## src/rtl/stopwatch_ctrl.sv

```systemverilog
`default_nettype none
// ============================================================================
//  Module   : stopwatch_ctrl
//  Purpose  : Stopwatch control FSM with button conditioning and a 100 Hz
//             centisecond prescaler. Optional overflow stop via
//             STOPWATCH_OVF_STOP_EN (pause at 59:59.99 instead of wrapping).
//  Revision : 1.0  initial release
// ============================================================================

// Synchroniser, debounce and press strobe for one push-button.
module stopwatch_btn_cond #(
    parameter int DB_CYCLES = 500_000
) (
    input  logic clk,
    input  logic reset,
    input  logic btn,
    output logic press
);
    localparam int DB_W = (DB_CYCLES > 1) ? $clog2(DB_CYCLES) : 1;
    localparam logic [DB_W-1:0] DB_LAST = DB_W'(DB_CYCLES - 1);

    logic            sync1;
    logic            sync2;
    logic            level;
    logic [DB_W-1:0] db_cnt;

    always_ff @(posedge clk or posedge reset) begin
        if (reset) begin
            sync1  <= 1'b0;
            sync2  <= 1'b0;
            level  <= 1'b0;
            db_cnt <= '0;
            press  <= 1'b0;
        end else begin
            sync1 <= btn;
            sync2 <= sync1;
            press <= 1'b0;
            if (sync2 == level) begin
                db_cnt <= '0;
            end else if (db_cnt == DB_LAST) begin
                // Level accepted; only the rising acceptance produces a strobe.
                db_cnt <= '0;
                level  <= sync2;
                press  <= sync2;
            end else begin
                db_cnt <= db_cnt + DB_W'(1);
            end
        end
    end
endmodule

module stopwatch_ctrl #(
    parameter int TICK_DIV  = 500_000,
    parameter int DB_CYCLES = 500_000
) (
    input  logic       clk,
    input  logic       reset,
    input  logic       btn_start,
    input  logic       btn_lap,
    input  logic       max_reached,
    output logic       run,
    output logic       tick_cs,
    output logic       clear,
    output logic       lap_hold,
    output logic [1:0] state
);
    localparam logic [1:0] ST_IDLE  = 2'b00;
    localparam logic [1:0] ST_RUN   = 2'b01;
    localparam logic [1:0] ST_LAP   = 2'b10;
    localparam logic [1:0] ST_PAUSE = 2'b11;

    localparam int PS_W = (TICK_DIV > 1) ? $clog2(TICK_DIV) : 1;
    localparam logic [PS_W-1:0] PS_LAST = PS_W'(TICK_DIV - 1);

    logic            start_press;
    logic            lap_press;
    logic [PS_W-1:0] ps_cnt;
    logic            wrap;
    logic            ovf_stop;
    logic [1:0]      state_nx;
    logic            lap_hold_nx;
    logic            clear_nx;

    stopwatch_btn_cond #(.DB_CYCLES(DB_CYCLES)) u_start (
        .clk   (clk),
        .reset (reset),
        .btn   (btn_start),
        .press (start_press)
    );

    stopwatch_btn_cond #(.DB_CYCLES(DB_CYCLES)) u_lap (
        .clk   (clk),
        .reset (reset),
        .btn   (btn_lap),
        .press (lap_press)
    );

    assign wrap = run && (ps_cnt == PS_LAST);

`ifdef STOPWATCH_OVF_STOP_EN
    assign ovf_stop = wrap && max_reached;
`else
    logic unused_max_reached;
    assign unused_max_reached = max_reached;
    assign ovf_stop           = 1'b0;
`endif

    always_comb begin
        state_nx    = state;
        lap_hold_nx = lap_hold;
        clear_nx    = 1'b0;
        if (ovf_stop) begin
            state_nx    = ST_PAUSE;
            lap_hold_nx = 1'b0;
        end else begin
            // Start is tested first everywhere, so a simultaneous lap is dropped.
            case (state)
                ST_IDLE: begin
                    if (start_press) begin
                        state_nx = ST_RUN;
                    end
                end
                ST_RUN: begin
                    if (start_press) begin
                        state_nx = ST_PAUSE;
                    end else if (lap_press) begin
                        state_nx    = ST_LAP;
                        lap_hold_nx = 1'b1;
                    end
                end
                ST_LAP: begin
                    if (start_press) begin
                        state_nx    = ST_PAUSE;
                        lap_hold_nx = 1'b0;
                    end else if (lap_press) begin
                        state_nx    = ST_RUN;
                        lap_hold_nx = 1'b0;
                    end
                end
                ST_PAUSE: begin
                    if (start_press) begin
                        state_nx = ST_RUN;
                    end else if (lap_press) begin
                        state_nx = ST_IDLE;
                        clear_nx = 1'b1;
                    end
                end
                default: begin
                    state_nx    = ST_IDLE;
                    lap_hold_nx = 1'b0;
                end
            endcase
        end
    end

    always_ff @(posedge clk or posedge reset) begin
        if (reset) begin
            state    <= ST_IDLE;
            run      <= 1'b0;
            tick_cs  <= 1'b0;
            clear    <= 1'b0;
            lap_hold <= 1'b0;
            ps_cnt   <= '0;
        end else begin
            state    <= state_nx;
            run      <= (state_nx == ST_RUN) || (state_nx == ST_LAP);
            clear    <= clear_nx;
            lap_hold <= lap_hold_nx;
            tick_cs  <= wrap && !ovf_stop;
            // PAUSE falls through to hold, keeping the partial centisecond.
            if (state == ST_IDLE) begin
                ps_cnt <= '0;
            end else if (wrap) begin
                ps_cnt <= '0;
            end else if (run) begin
                ps_cnt <= ps_cnt + PS_W'(1);
            end
        end
    end
endmodule
`default_nettype wire

```

## config.mk

```make
export PLATFORM = sky130hd
export DESIGN_NAME = stopwatch_ctrl
export DESIGN_NICKNAME = d
export VERILOG_FILES = /design/src/rtl/stopwatch_ctrl.sv
export SDC_FILE = /design/constraint.sdc
export NUM_CORES = 1
export LEC_CHECK = 0
export CAP_MARGIN = 0
export CORE_ASPECT_RATIO = 1.2
export CORE_UTILIZATION = 61
export CTS_CLUSTER_SIZE = 28
export DETAILED_ROUTE_END_ITERATION = 8
export HOLD_SLACK_MARGIN = 0.12
export PLACE_DENSITY_LB_ADDON = 0.12
export SYNTH_ARGS = -nofsm -noshare
export SYNTH_HDL_FRONTEND = slang
export SYNTH_HIERARCHICAL = 1
export SYNTH_SLANG_ARGS = --single-unit
```

## constraint.sdc

```tcl
create_clock -name clk -period 4.3 [get_ports clk]
set_input_delay 0.43 -clock clk [delete_from_list [all_inputs] [get_ports clk]]
set_output_delay 0.43 -clock clk [all_outputs]
set_load 0.02 [all_outputs]
```

==> results.json <==
{
  "logic_area_sq_um": 1750,
  "warnings": 27,
  "hold_class": "flip-flop to flip-flop",
  "fmax_mhz": 422,
  "hp-start": "u_lap/sync1",
  "tightest_slew_ps": 1010,
  "syn_avg_cell_area_sq_um": 10.3,
  "ios": 11,
  "worst-r2r-setup-slack_ps": 1930,
  "remaining_drc_errors": 0,
  "synth_xor_xnor_area_share_pct": 9.92,
  "root_buffer": "clkbuf_8",
  "edf_count": 0,
  "crit_type": "flip-flop to flip-flop",
  "syn_area_sq_um": 3620,
  "area_growth_pct": 8.81,
  "met1_length_um": 3020,
  "setup_viol": 0,
  "status": "finished, final reports clean",
  "r2r_start": "ps_cnt[5]",
  "cts.path.max_buffers": 2,
  "top_cell": "dfrtp_1",
  "r2r-end": "ps_cnt[15]",
  "path_max_fanout": 12,
  "totalNegativeSetupSlack_ps": 0,
  "slew_viol_final": 0,
  "wl_met2_um": 3370,
  "dp_hpwl_um": 4610,
  "layout_top_cell": "dfrtp_1",
  "ys_sh_simple_pct": 29.7,
  "crit_slowest_cell": "o22ai_1",
  "ctsResizeCount": 0,
  "seq_cells": 71,
  "clockBufferCount": 15,
  "total_power_mw": 1.19,
  "io_buffers": 9,
  "postPlaceCellArea_sq_um": 3760,
  "grt_pass1_vias": 2616,
  "ys_seq_elements": 71,
  "min_to": "u_lap/sync2",
  "grt-ovfl-total": 0,
  "top_cell_area_share_pct": 49.1,
  "async_reset_ff_share_pct": 100,
  "biggestCellCategory": "sequential cells",
  "yosys_area_sq_um": 3620,
  "startpoint": "ps_cnt[5]",
  "yosysWarnings": 6,
  "cts_hold_buf": 0,
  "htree_levels": 3,
  "synth_cell_types": 46,
  "num-nonclk-buffers": 9,
  "endpoint": "ps_cnt[15]",
  "comb_cell_power_uw": 32.2
}
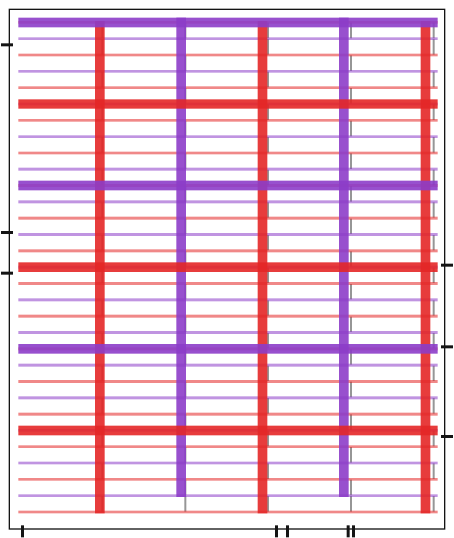
Figure 1: floorplan with the power grid.
(6 px per um) Pins as bars on the die edge. Tap cells in grey.
net	colour
VSS	red
VDD	purple
tap cells	80
rows	30
signal pins	11
Die H: 86.4 um
Die X: 72.3 um
Peak VDD IR: 0.232 mV
core area: 5710 sq um

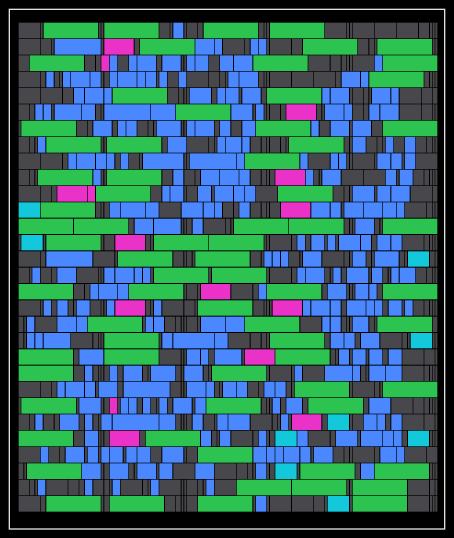
Figure 2: placement by cell class.
(6 px per um) Fill, decap, tap and diode cells in grey.
class	colour	cells	share of their area
clock drivers and dummy loads	magenta	15	4.6%
combinational and other logic	blue	276	47%
other buffers and delay cells	cyan	9	2.3%
flops	green	71	46%
Seq area share: 45.1%
final core utilization: 69.0%
site row count: 30
Design Area, Final: 3940 sq um

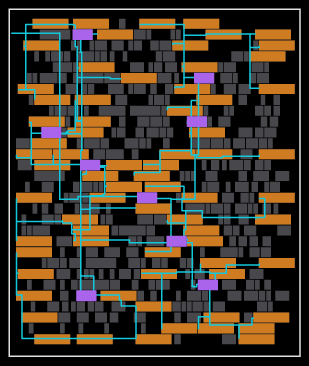
Figure 3: clock distribution.
(4 px per um)
[flip-flops] orange | count: 71
[clock drivers] purple | count: 9
[clock wires] cyan | length: 845 um
routed clock nets	10
flops lie	spread over the die
clk pwr: 476 uW
Clock Power Share: 40.0%
Clock Latency Late Sink: 340 ps
worst clock skew: 4.55 ps

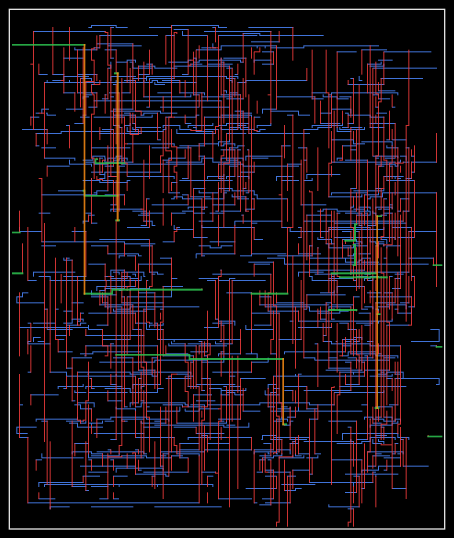
Figure 4: wiring by layer.
(6 px per um)
layer	colour	wire length
metal 4	orange	109 um
metal 2	red	3370 um
metal 3	green	116 um
metal 1	blue	3020 um
Avg WL per Cell: 14.7 um
routed wire length: 6620 um

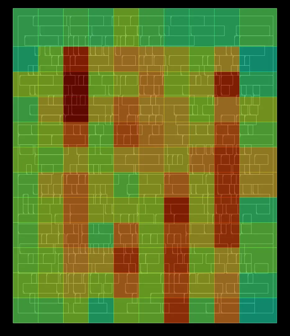
Figure 5: routing congestion.
met1 Track Usage GR: 31.3%
global-route usage over all layers: 24.8%

Power figures rest on the tool's default switching activity, not on a simulated workload.
